==> src/rtl/aes_enc_pkg.sv <==
// Shared types and GF(2^8)/S-box helpers for the AES encryption round.
package aes_enc_pkg;

  typedef logic [7:0]   byte_t;
  typedef logic [31:0]  word_t;
  typedef logic [127:0] state_t;

  typedef enum logic [1:0] {IDLE, LOOKUP, DRAIN, DONE} fsm_t;

  function automatic word_t ror8(word_t w);
    return {w[7:0], w[31:8]};
  endfunction

  // Byte 0 is the most significant byte of the state.
  function automatic byte_t get_byte(state_t s, logic [3:0] idx);
    return s[8*(15-int'(idx)) +: 8];
  endfunction

  function automatic word_t get_word(state_t s, logic [1:0] c);
    return s[32*(3-int'(c)) +: 32];
  endfunction

  function automatic byte_t xtime(byte_t x);
    return {x[6:0], 1'b0} ^ (x[7] ? 8'h1b : 8'h00);
  endfunction

  function automatic byte_t gmul(byte_t a, byte_t b);
    byte_t p;
    byte_t x;
    p = '0;
    x = a;
    for (int i = 0; i < 8; i++) begin
      if (b[i]) p = p ^ x;
      x = xtime(x);
    end
    return p;
  endfunction

  // Multiplicative inverse as x^254; maps 0 to 0 as AES requires.
  function automatic byte_t ginv(byte_t x);
    byte_t r;
    byte_t sq;
    r  = 8'h01;
    sq = x;
    for (int i = 1; i < 8; i++) begin
      sq = gmul(sq, sq);
      r  = gmul(r, sq);
    end
    return r;
  endfunction

  function automatic byte_t sbox(byte_t x);
    byte_t b;
    b = ginv(x);
    return b ^ {b[6:0], b[7]} ^ {b[5:0], b[7:6]} ^ {b[4:0], b[7:5]} ^
           {b[3:0], b[7:4]} ^ 8'h63;
  endfunction

endpackage

==> src/rtl/aes_enc_round_tboxe0.sv <==
// Te0 table with registered output: q = {2S(a), S(a), S(a), 3S(a)} one cycle after a.
import aes_enc_pkg::*;

module tboxe0 (
  input  logic        clk,
  input  logic [7:0]  a,
  output logic [31:0] q
);

  byte_t s;
  assign s = sbox(a);

  always_ff @(posedge clk) begin
    q <= {xtime(s), s, s, xtime(s) ^ s};
  end

endmodule

==> src/rtl/aes_enc_round.sv <==
// One AES encryption round using 16 serial Te0 lookups.
// Optional macro AES_FINAL_ROUND_EN: honour final_round (SubBytes-only contributions).
import aes_enc_pkg::*;

module aes_enc_round (
  input  logic         clk,
  input  logic         reset_n,
  input  logic         in_valid,
  output logic         in_ready,
  input  logic [127:0] state_in,
  input  logic [127:0] rkey,
  input  logic         final_round,
  output logic         out_valid,
  input  logic         out_ready,
  output logic [127:0] state_out
);

  fsm_t       state, state_nxt;
  logic [3:0] cnt;
  logic [3:0] pcnt;
  logic       pend;
  state_t     st_q, rk_q, out_q;
  word_t      acc, acc_nxt, contrib, te;
  byte_t      rom_a;
  logic [1:0] src_col;

`ifdef AES_FINAL_ROUND_EN
  logic fin_q;
`else
  logic final_unused;
  assign final_unused = final_round;
`endif

  // ShiftRows folded into the addressing: row r of column c reads column c+r.
  assign src_col = cnt[3:2] + cnt[1:0];
  assign rom_a   = get_byte(st_q, {src_col, cnt[1:0]});

  tboxe0 u_tbox (
    .clk (clk),
    .a   (rom_a),
    .q   (te)
  );

  always_comb begin
    contrib = te;
    case (pcnt[1:0])
      2'd0:    contrib = te;
      2'd1:    contrib = ror8(te);
      2'd2:    contrib = ror8(ror8(te));
      default: contrib = ror8(ror8(ror8(te)));
    endcase
`ifdef AES_FINAL_ROUND_EN
    if (fin_q) begin
      case (pcnt[1:0])
        2'd0:    contrib = {te[23:16], 24'h0};
        2'd1:    contrib = {8'h0, te[23:16], 16'h0};
        2'd2:    contrib = {16'h0, te[23:16], 8'h0};
        default: contrib = {24'h0, te[23:16]};
      endcase
    end
`endif
    acc_nxt = ((pcnt[1:0] == 2'd0) ? get_word(rk_q, pcnt[3:2]) : acc) ^ contrib;
  end

  always_comb begin
    state_nxt = state;
    case (state)
      IDLE:    if (in_valid) state_nxt = LOOKUP;
      LOOKUP:  if (cnt == 4'd15) state_nxt = DRAIN;
      DRAIN:   state_nxt = DONE;
      DONE:    if (out_ready) state_nxt = IDLE;
      default: state_nxt = IDLE;
    endcase
  end

  assign in_ready  = (state == IDLE);
  assign out_valid = (state == DONE);
  assign state_out = out_q;

  always_ff @(posedge clk or negedge reset_n) begin
    if (!reset_n) begin
      state <= IDLE;
      cnt   <= '0;
      pcnt  <= '0;
      pend  <= 1'b0;
      st_q  <= '0;
      rk_q  <= '0;
      acc   <= '0;
      out_q <= '0;
`ifdef AES_FINAL_ROUND_EN
      fin_q <= 1'b0;
`endif
    end else begin
      state <= state_nxt;
      if (state == IDLE && in_valid) begin
        st_q <= state_in;
        rk_q <= rkey;
        cnt  <= '0;
`ifdef AES_FINAL_ROUND_EN
        fin_q <= final_round;
`endif
      end else if (state == LOOKUP) begin
        cnt <= cnt + 4'd1;
      end
      // Table data lags its address by one cycle; pcnt tags which byte it is.
      pend <= (state == LOOKUP);
      pcnt <= cnt;
      if (pend) begin
        acc <= acc_nxt;
        if (pcnt[1:0] == 2'd3) out_q[32*(3-int'(pcnt[3:2])) +: 32] <= acc_nxt;
      end
    end
  end

endmodule

==> config.mk <==
export PLATFORM = sky130hd
export DESIGN_NAME = aes_enc_round
export DESIGN_NICKNAME = d
export VERILOG_FILES = /design/src/rtl/aes_enc_pkg.sv /design/src/rtl/aes_enc_round_tboxe0.sv /design/src/rtl/aes_enc_round.sv
export SDC_FILE = /design/constraint.sdc
export NUM_CORES = 1
export LEC_CHECK = 0
export ABC_AREA = 1
export CAP_MARGIN = 10
export CORE_MARGIN = 2
export CORE_UTILIZATION = 40
export DETAILED_ROUTE_END_ITERATION = 8
export PLACE_DENSITY_LB_ADDON = 0.08
export SLEW_MARGIN = 40
export SYNTH_ARGS = -nofsm -noshare
export SYNTH_HDL_FRONTEND = slang
export SYNTH_HIERARCHICAL = 1
export SYNTH_SLANG_ARGS = --single-unit
==> constraint.sdc <==
create_clock -name clk -period 22.2 [get_ports clk]
set_input_delay 3.33 -clock clk [delete_from_list [all_inputs] [get_ports clk]]
set_output_delay 3.33 -clock clk [all_outputs]
set_load 0.01 [all_outputs]
Fig. 1: run 1, clock nets
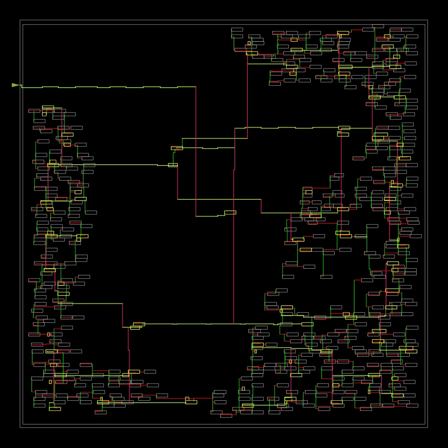
total CTS buffers: 52
clock skew: 36.8 ps
Clock Latency Late Sink: 670 ps
CLK BUF: 78

Fig. 2: run 1, nets reached from selected ports
Drawn at 1 px/um.
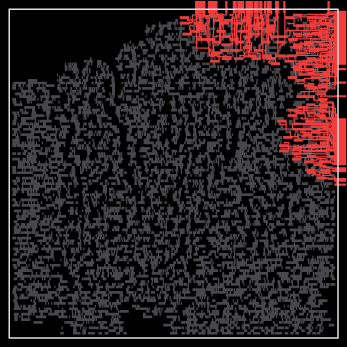
Key: red = state_out [bits 128, direction output, edge 82 right, 46 top, end cells 128, buffers 128, wire 5160 um]
tally of buffers added on design ports: 389
Top Ports: 391

Fig. 3: run 1, M2 wires
Drawn at 1.5 px/um.
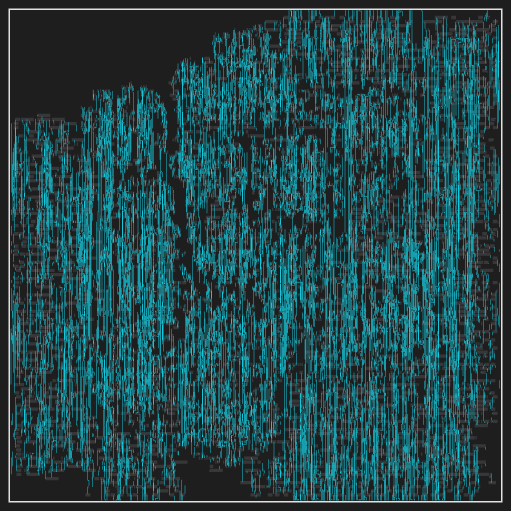
The longest straight run is 190 um. The layer holds 50% of the routed length.
via count: 43.8k
final WL: 141 mm

==> impl_metrics.csv, run 1 <==
group,metric,value,unit
status,outcome,"finished, final reports clean",
logic_synthesis,async_reset_ff_share,96.0,%
die,rows,118,
global_routing,met3_usage,2.71,%
min_path,hold_end,"st_q[82]$_DFFE_PN0P_",
critical_path,critPathRequiredTime,22770,ps
die,die_y,327,um
critical_path,criticalPathCategory,"reg2reg",
logic_synthesis,synth_seq_share,26.4,%
cts,cts_max_path_buffers,3,
logic_synthesis,synth_top_cell_by_area,"nand2_1",
min_path,hold-path-cell-count,2,
logic_synthesis,top_cell,"nand2_1",
critical_path,worst_setup_path_end_kind,"flop",
logic_synthesis,synthCells,6898,
critical_path,rrSetupSlack,3820,ps
flow_run,tool_warnings,41,
drt,wire_per_inst,16.6,um
logic_synthesis,ys_warn_count,6,
final_timing,fin_crit_sh,82.8,%
critical_path,crit_family,"simple AND/OR/NAND/NOR gates",
logic_synthesis,aoi_share,5.10,%
cts,clkTransAtPathRegs,60,ps
logic_synthesis,avgSynthCellArea,6.06,sq um
cts,post_cts_buffers,0,
logic_synthesis,top_logic_kind,"simple AND/OR/NAND/NOR gates",
finish,antenna_cells,0,
logic_synthesis,synth.area.top_cells,"nand2_1, dfrtp_1, nand3_1",
global_routing,grtUsageMet1,32.2,%
finish,stdcell_area,48000,sq um
critical_path,path_common_cell,"nand2_1",
logic_synthesis,yosys_area,41800,sq um
cts,htreeDepth,2,
placement,post-place-ws,4090,ps
min_path,holdCritPathClass,"reg2reg",
placement,gp_congestion,0.908,
cts,cts_tree,"done",
logic_synthesis,synthAdderAreaFrac,0.539,%
final_timing,final-max-slew-violation-count,0,
cts,postCtsHoldBufs,0,
global_routing,grt_util_all_layers,25.8,%
die,core,104000,sq um
global_routing,grt_pass1_wl,224,mm
logic_synthesis,netlist_area,41800,sq um
logic_synthesis,yosys-top-cells-count,"nand2_1, nand3_1, inv_1",
die,fp_util,40.3,%
final_timing,rsz0062_at_grt,"no",
finish,fill_cells,11100,
placement,place_area,46100,sq um
logic_synthesis,ys_ff,445,
cts,cts_root_buf,"clkbuf_16",
final_timing,min_period,18380,ps
critical_path,crit_path_start_kind,"flop",
global_routing,grt_util_met2,46.5,%
drt,wl_met3,6.41,mm
final_timing,worst_pin_slew,863,ps
drt,drt-initial-drc-count,3525,
drt,drc,0,
final_timing,setup_violations,0,
final_timing,fin_ws,3820,ps
placement,post-place-cells,8416,
logic_synthesis,xor_share,5.61,%
logic_synthesis,ff_type,"dfrtp_1",
critical_path,crit_buf_inv,20,
drt,wl_met2,70.2,mm
min_path,worstHoldStart,"st_q[82]$_DFFE_PN0P_",
cts,cts_resized,0,
cts,clkSinkCount,445,
drt,via_per_inst,5.14,
final_timing,hold_violations,0,
global_routing,busiest_layer,"met2",
finish,nets,7370,
critical_path,critPathLaunch,"cnt[0]$_DFFE_PN0P_",
flow_run,maxCapViolations,0,
critical_path,cp.depth,103,
logic_synthesis,mux_area_share,0,%
critical_path,r2r_end,"u_tbox/q[3]$_DFF_P_",
critical_path,slowest_stage,"clkinv_1",
global_routing,grt-ovfl-total,0,
global_routing,antenna_found_initial,1,
final_timing,fmax,54.4,MHz
critical_path,path_max_fanout,61,
drt,wl_met1,60.2,mm
logic_synthesis,simple_gate_area_share,51.3,%
placement,hpwl,104,mm
critical_path,endpoint,"u_tbox/q[3]$_DFF_P_",
logic_synthesis,yosysCellCount,6898,
critical_path,r2r-start,"cnt[0]$_DFFE_PN0P_",
final_timing,relSlewSlack,42.5,%
drt,top_layer,"met5",
global_routing,grt_pass1_vias,40700,
logic_synthesis,yosys.area.top_type_share,25.8,%
finish,utilization,46.3,%
drt,firstDrtPassIters,6,
die,chipArea,107000,sq um
finish,drive_gt1_share,9.94,%
final_timing,fin_setup_tns,0,ps
critical_path,rr_worst_depth,103,
critical_path,cpPeakStageDelay,720,ps
## run 1: cell type report
type                       instances  area, sq um  share of cell area [%]
multi-input combinational       5438        26200                    54.6
tap                             1380         1730                    3.60
timing repair buffer             431         4320                    9.00
clock inverter                    20          294                   0.612
sequential                       445        11100                    23.0
clock buffer                      78         1630                    3.40
inverter                         723         2800                    5.82
## run 1: cell usage in the layout, fill, tap and decap left out, drive strengths merged, types with 43 or more instances in the layout
cell type,Yosys,final
clkdlybuf4s50,0,388
inv,709,714
nand3,1027,1027
dfrtp,427,427
nand3b,51,51
nor2,363,363
nand4,152,152
xnor2,79,79
nand2,3194,3194
o21ai,296,296
xor2,146,146
clkbuf,120,78
buf,172,43
==> run 1 -> run 2 <==
Clock period 22.2 ns to 15.9 ns, I/O delays scaled along.
Fig. 4: run 2, M2 wires
Drawn at 1.5 px/um.
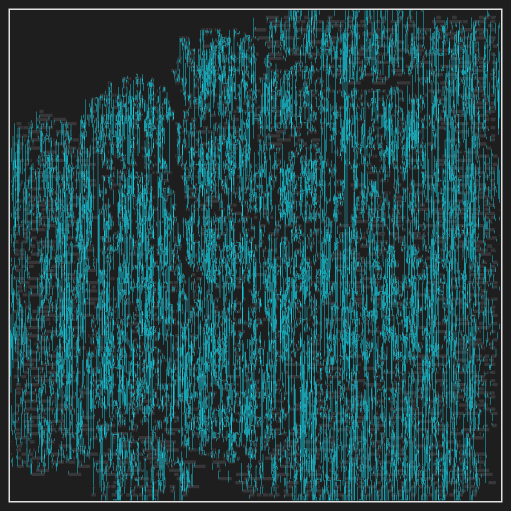
The wires run mostly vertical. 5616 nets have wire on it. The layer holds 49% of the routed length. The layer carries 70.1 mm of wire.
final WL: 142 mm
met2 usage: 46.7%

Fig. 5: run 2, nets reached from selected ports
Drawn at 1 px/um.
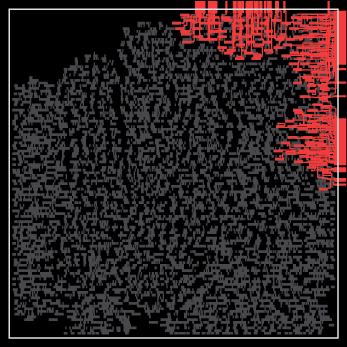
Key: red = state_out [bits 128, direction output, edge 82 right, 46 top, end cells 128, buffers 128, wire 4840 um]

==> run 2 against run 1 <==
Against the previous run: synthesized cell count unchanged; flip-flop count unchanged; sequential share of layout area fell by 0.23 points; clock-buffer cell count shrank 5; critical path depth decreased by 1; synthesized area stayed put; register-to-register slack worse by 2400 ps.
==> impl_metrics.csv, run 2 <==
group,metric,value,unit
status,outcome,"finished, final reports clean",
drt,firstDrtPassIters,6,
drt,drt-initial-drc-count,3243,
drt,vias,43800,
critical_path,crit_buf_inv,10,
cts,cts_max_path_buffers,3,
finish,logic_gates,5438,
critical_path,crit_path_start_kind,"flop",
cts,numCtsBuffers,53,
logic_synthesis,yosys.area.top_type_share,25.8,%
placement,portBuffers,389,
global_routing,grt_pass1_vias,40900,
finish,flops,445,
cts,clkTransAtPathRegs,60,ps
final_timing,setup_violations,0,
die,chipArea,107000,sq um
logic_synthesis,synth_top_cell_by_area,"nand2_1",
finish,comb_share,54.1,%
final_timing,fin_ws,1410,ps
die,die_y,327,um
finish,drive_gt1_share,11.0,%
logic_synthesis,synthCells,6898,
finish,clk_share,3.67,%
logic_synthesis,yosys-top-cells-count,"nand2_1, nand3_1, inv_1",
min_path,holdCritPathClass,"reg2reg",
global_routing,grtUsageMet1,32.7,%
critical_path,path_max_fanout,15,
logic_synthesis,yosysCellCount,6898,
global_routing,antenna_found_initial,1,
final_timing,relSlewSlack,43.2,%
critical_path,slowest_stage,"dfrtp_1",
drt,wire_per_inst,16.5,um
critical_path,criticalPathCategory,"reg2reg",
die,fp_util,40.3,%
finish,nets,7448,
drt,wl_met3,6.06,mm
finish,stdcell_area,48500,sq um
finish,seq_share,22.8,%
finish,layout.cells.most_common,"nand2_1",
placement,hpwl,106,mm
cts,cts_root_buf,"clkbuf_16",
global_routing,grt_pass1_wl,225,mm
logic_synthesis,ys_ff,445,
placement,gp_congestion,0.930,
logic_synthesis,xor_share,5.61,%
logic_synthesis,mux_area_share,0,%
flow_run,maxCapViolations,0,
die,num_io_pins,391,
final_timing,min_period,14490,ps
final_timing,final-max-slew-violation-count,0,
logic_synthesis,ys_warn_count,6,
critical_path,crit_family,"simple AND/OR/NAND/NOR gates",
global_routing,met3_usage,2.51,%
finish,most-common-layout-cells,"nand2_1, nand3_1, inv_1",
critical_path,cpPeakStageDelay,460,ps
global_routing,busiest_layer,"met2",
logic_synthesis,synth.area.top_cells,"nand2_1, dfrtp_1, nand3_1",
final_timing,fmax,69.0,MHz
final_timing,fin_crit_sh,91.2,%
## run 2: cell counts after synthesis
No cell type changed its count.
## run 2: final timing paths
path	slack, ps	end	startpoint	depth (start not counted)
max in group asynchronous	12170	st_q[15]$_DFFE_PN0P_	reset_n	4
setup reg to reg	1410	u_tbox/q[3]$_DFF_P_	cnt[2]$_DFFE_PN0P_	102
setup / recovery	1410	u_tbox/q[3]$_DFF_P_	cnt[2]$_DFFE_PN0P_	102
hold / removal	470	st_q[11]$_DFFE_PN0P_	st_q[11]$_DFFE_PN0P_	2
min in group asynchronous	1660	rk_q[40]$_DFFE_PN0P_	reset_n	1
hold reg to reg	470	st_q[11]$_DFFE_PN0P_	st_q[11]$_DFFE_PN0P_	2
